<file path="config.mk">
export PLATFORM = sky130hd
export DESIGN_NAME = gpio_debounce
export DESIGN_NICKNAME = d
export VERILOG_FILES = /design/src/rtl/debounce_bit.sv /design/src/rtl/gpio_debounce.sv
export SDC_FILE = /design/constraint.sdc
export NUM_CORES = 1
export LEC_CHECK = 0
export CAP_MARGIN = 20
export CORE_ASPECT_RATIO = 1.1
export CORE_UTILIZATION = 55
export CTS_CLUSTER_SIZE = 30
export DETAILED_ROUTE_END_ITERATION = 10
export DONT_BUFFER_PORTS = 1
export GPL_ROUTABILITY_DRIVEN = 1
export HOLD_SLACK_MARGIN = 0.12
export PLACE_DENSITY = 0.68
export RECOVER_POWER = 50
export SKIP_LAST_GASP = 1
export SYNTH_ARGS = -nofsm -noshare
export SYNTH_HDL_FRONTEND = slang
export SYNTH_SLANG_ARGS = --single-unit
</file>
<file path="constraint.sdc">
create_clock -name clk -period 9.3 [get_ports clk]
set_input_delay 2.79 -clock clk [delete_from_list [all_inputs] [get_ports clk]]
set_output_delay 2.79 -clock clk [all_outputs]
set_load 0.005 [all_outputs]
</file>
<file path="src/rtl/debounce_bit.sv">
// One switch bit: 2-flop synchronizer, STABLE/SETTLING filter, registered level and change pulse.
// Output updates 3 cycles after the input plus STABLE_TICKS ticks of steady level; there is no backpressure.
module debounce_bit #(
    parameter int   STABLE_TICKS = 10,
    parameter logic RST_VAL      = 1'b0
) (
    input  logic clk,
    input  logic rst,
    input  logic sw_raw,
    input  logic tick,
    output logic sw,
    output logic changed
);
    localparam int CW = $clog2(STABLE_TICKS + 1);
    localparam logic [CW-1:0] CNT_LAST = CW'(STABLE_TICKS - 1);

    localparam logic ENC_STABLE   = 1'b0;
    localparam logic ENC_SETTLING = 1'b1;

    typedef enum logic {
        STABLE   = ENC_STABLE,
        SETTLING = ENC_SETTLING
    } state_t;

    logic          meta;
    logic          sync;
    state_t        state, state_n;
    logic [CW-1:0] cnt, cnt_n;
    logic          sw_n;
    logic          changed_n;

    always_ff @(posedge clk or posedge rst) begin
        if (rst) begin
            meta    <= RST_VAL;
            sync    <= RST_VAL;
            state   <= STABLE;
            cnt     <= '0;
            sw      <= RST_VAL;
            changed <= 1'b0;
        end else begin
            meta    <= sw_raw;
            sync    <= meta;
            state   <= state_n;
            cnt     <= cnt_n;
            sw      <= sw_n;
            changed <= changed_n;
        end
    end

    always_comb begin
        state_n   = state;
        cnt_n     = cnt;
        sw_n      = sw;
        changed_n = 1'b0;
        case (state)
            STABLE: begin
                if (sync != sw) begin
                    state_n = SETTLING;
                    cnt_n   = '0;
                end
            end
            SETTLING: begin
                if (sync == sw) begin
                    state_n = STABLE;
                    cnt_n   = '0;
                end else if (tick) begin
                    // The tick that would bring cnt to STABLE_TICKS accepts the new level instead.
                    if (cnt == CNT_LAST) begin
                        state_n   = STABLE;
                        cnt_n     = '0;
                        sw_n      = sync;
                        changed_n = 1'b1;
                    end else begin
                        cnt_n = cnt + CW'(1);
                    end
                end
            end
            default: begin
                state_n = STABLE;
                cnt_n   = '0;
            end
        endcase
    end
endmodule

</file>
<file path="src/rtl/gpio_debounce.sv">
// Debounces WIDTH board switches, keeps sticky per-bit change flags (write-1-to-clear) and an IRQ.
// o_sw settles 3+(STABLE_TICKS-1)*TICK_DIV..3+STABLE_TICKS*TICK_DIV cycles after a steady change; there is no backpressure.
module gpio_debounce #(
    parameter int               WIDTH        = 8,
    parameter int               TICK_DIV     = 50000,
    parameter int               STABLE_TICKS = 10,
    parameter logic [WIDTH-1:0] RESET_VAL    = '0
) (
    input  logic             clk,
    input  logic             rst,
    input  logic [WIDTH-1:0] i_sw,
    output logic [WIDTH-1:0] o_sw,
    output logic [WIDTH-1:0] o_changed,
    output logic [WIDTH-1:0] o_edges,
    input  logic [WIDTH-1:0] i_ack,
    output logic             o_irq
);
    localparam int PW = (TICK_DIV > 1) ? $clog2(TICK_DIV) : 1;
    localparam logic [PW-1:0] PRE_LAST = PW'(TICK_DIV - 1);

    logic [PW-1:0] pre;
    logic          tick;

    // With TICK_DIV=1 the counter sits at zero and tick is asserted every cycle.
    assign tick = (pre == PRE_LAST);

    always_ff @(posedge clk or posedge rst) begin
        if (rst) begin
            pre <= '0;
        end else begin
            pre <= tick ? '0 : pre + PW'(1);
        end
    end

    for (genvar g = 0; g < WIDTH; g++) begin : g_bit
        debounce_bit #(
            .STABLE_TICKS(STABLE_TICKS),
            .RST_VAL     (RESET_VAL[g])
        ) u_bit (
            .clk    (clk),
            .rst    (rst),
            .sw_raw (i_sw[g]),
            .tick   (tick),
            .sw     (o_sw[g]),
            .changed(o_changed[g])
        );
    end

    // A new change outranks an acknowledge arriving in the same cycle.
    always_ff @(posedge clk or posedge rst) begin
        if (rst) begin
            o_edges <= '0;
        end else begin
            o_edges <= (o_edges & ~i_ack) | o_changed;
        end
    end

    assign o_irq = |o_edges;
endmodule
</file>
==> impl_metrics.ini <==
; flow metrics
[worst_setup_path]
worst-path-buf-inv = 2
critPathCaptureType = async pin
slowest_delay_ps = 990
reg2reg_depth = 6
r2r-start = pre[0]$_DFF_PP0_
crit_start = rst
crit_required_ps = 9720

[final_timing]
period_used_share = 0.443
rsz0062_at_grt = false
finalSetupTns_ps = 0
clock_skew_ps = 16.4
fin_crit_ps = 4120
final_max_slew_viol_count = 86

[synthesis]
avgSynthCellArea_sq_um = 10.7
synth.largest_area_cell = dfrtp_1
yosysMostFrequentCell = dfrtp_1
ys_seq_frac = 0.529
topCellsByArea = dfrtp_1 53%, ha_1 4.7%, xor2_1 2.9%, buf_4 2.8%, nand3_1 2.8%
netlist-cell-type-count = 46

[power]
powerDensity_nw_per_um2 = 153
peakVddDrop_mv = 0.0882
p_sw_frac = 0.223

[layout]
lay_top_cells = 96 x dfrtp_1, 31 x nor2_1, 30 x nand2_1
area_delta_synth_final_pct = 3.75
combGateArea_sq_um = 1880
lay_top_count = dfrtp_1
drive_gt1_frac = 0.0769
nets = 446
diodes = 0

[status]
status = complete, but fails checks
violations = max-capacitance violations, max-slew violations

[floorplanning]
die_w_um = 88.6
die-area_sq_um = 8620

[flow_run]
cap_violations = 2

[cts]
cts_buffer_depth = 2
cts_resized = 0

[grt]
grt_util_met1 = 0.250
antenna_found_initial = 0
grt_pass1_vias = 3012

[min_path]
timing.hold.worst.start = g_bit[0].u_bit.meta$_DFF_PP0_
==> flip-flops by register name (all words and copies together), names as in the netlist <==
register and cells:
g_bit.u_bit.changed 8, g_bit.u_bit.cnt 32, g_bit.u_bit.meta 8, g_bit.u_bit.state 8, g_bit.u_bit.sw 8, g_bit.u_bit.sync 8, o_edges 8, pre 16
==> per-stage QoR <==
step / total power [mW] / hold slack, ps / utilization / instance area (sq um)
floorplan: 0.450 / 331 / - / 4540
global placement: 0.456 / 332 / 0.568 / 4520
detailed placement: 0.457 / 337 / 0.568 / 4520
CTS: 0.732 / 356 / 0.593 / 4720
global route: 0.750 / 366 / 0.592 / 4710
finish: 0.720 / 352 / 0.592 / 4710
==> cell families after synthesis <==
kind of cell | share of synthesized area
and+or+nand+nor | 0.187
DFF | 0.529
AOI/OAI and AO/OA | 0.114
buffers and inverters | 0.0560
xor gates and xnor gates | 0.0405
adders and majority gates | 0.0469
muxes | 0.0265
==> cell type report <==
| class | count | area share |
|---|---|---|
| clock buffer | 12 | 0.0308 |
| clock inverter | 4 | 0.0112 |
| inverter | 20 | 0.0162 |
| multi-input combinational | 281 | 0.400 |
| sequential | 96 | 0.510 |
| tap | 108 | 0.0287 |
| timing repair buffer | 3 | 0.00319 |
==> power groups by stage <==
stage                     Clock (mW)  Combinational [mW]  Sequential (mW)
final                          0.273              0.0213            0.426
after detailed placement           0              0.0222            0.434
after floorplan                    0              0.0168            0.433
after global placement             0              0.0216            0.434
after global routing           0.297              0.0253            0.427
after CTS                      0.283              0.0224            0.426
==> per-layer routing <==
metal | vias to the layer above | part of all wire
met5 | - | 0
met4 | 0 | 0.018
met3 | 13 | 0.032
met2 | 64 | 0.49
met1 | 1473 | 0.46
li1 | 1464 | -
Wiring by layer:
Only two layers are drawn.
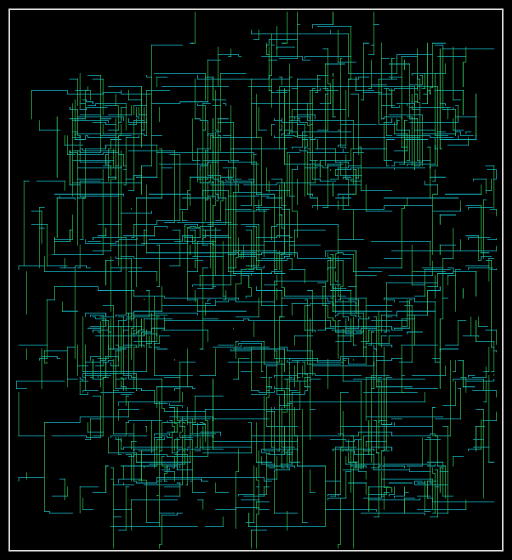
layer	colour	wire length
met1	cyan	3550 um
met2	green	3780 um

The clock network:
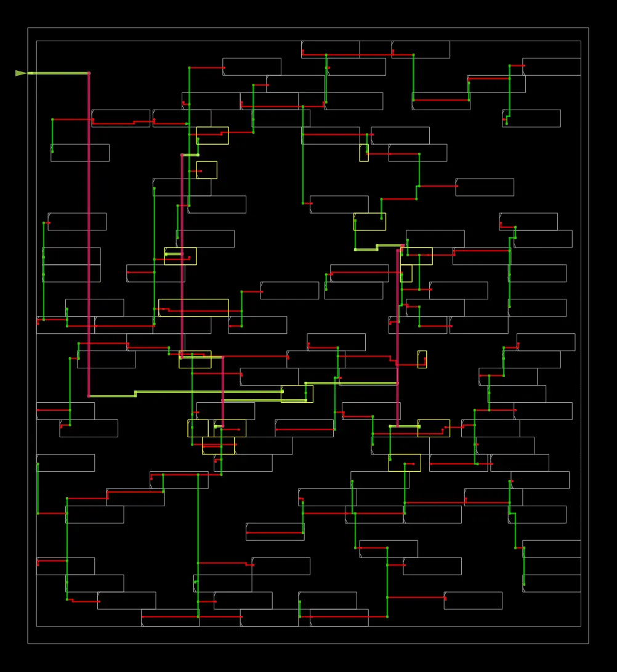
num sequential: 96
CTS Buf Count: 9
TritonCTS Sinks: 96
Clk. pwr: 273 uW

Gate families picked out:
The bar under the picture is 20 um long.
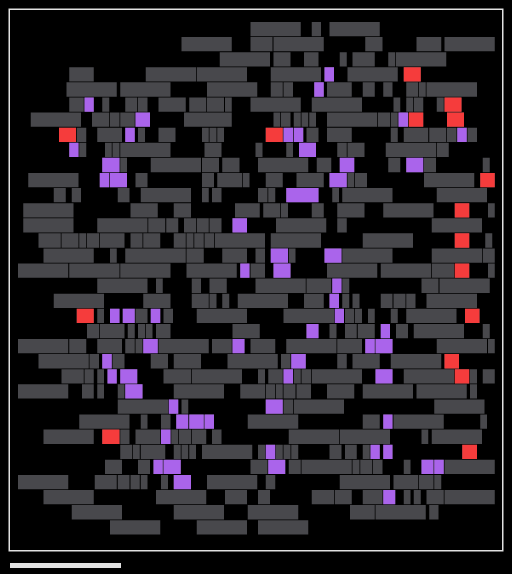
family	colour	cells	most used
AND-OR and OR-AND gates	red	16	a21o_1
inverting AOI/OAI gates	purple	59	o21ai_0

No activity file was given, so power comes from the tool's default toggle rates.
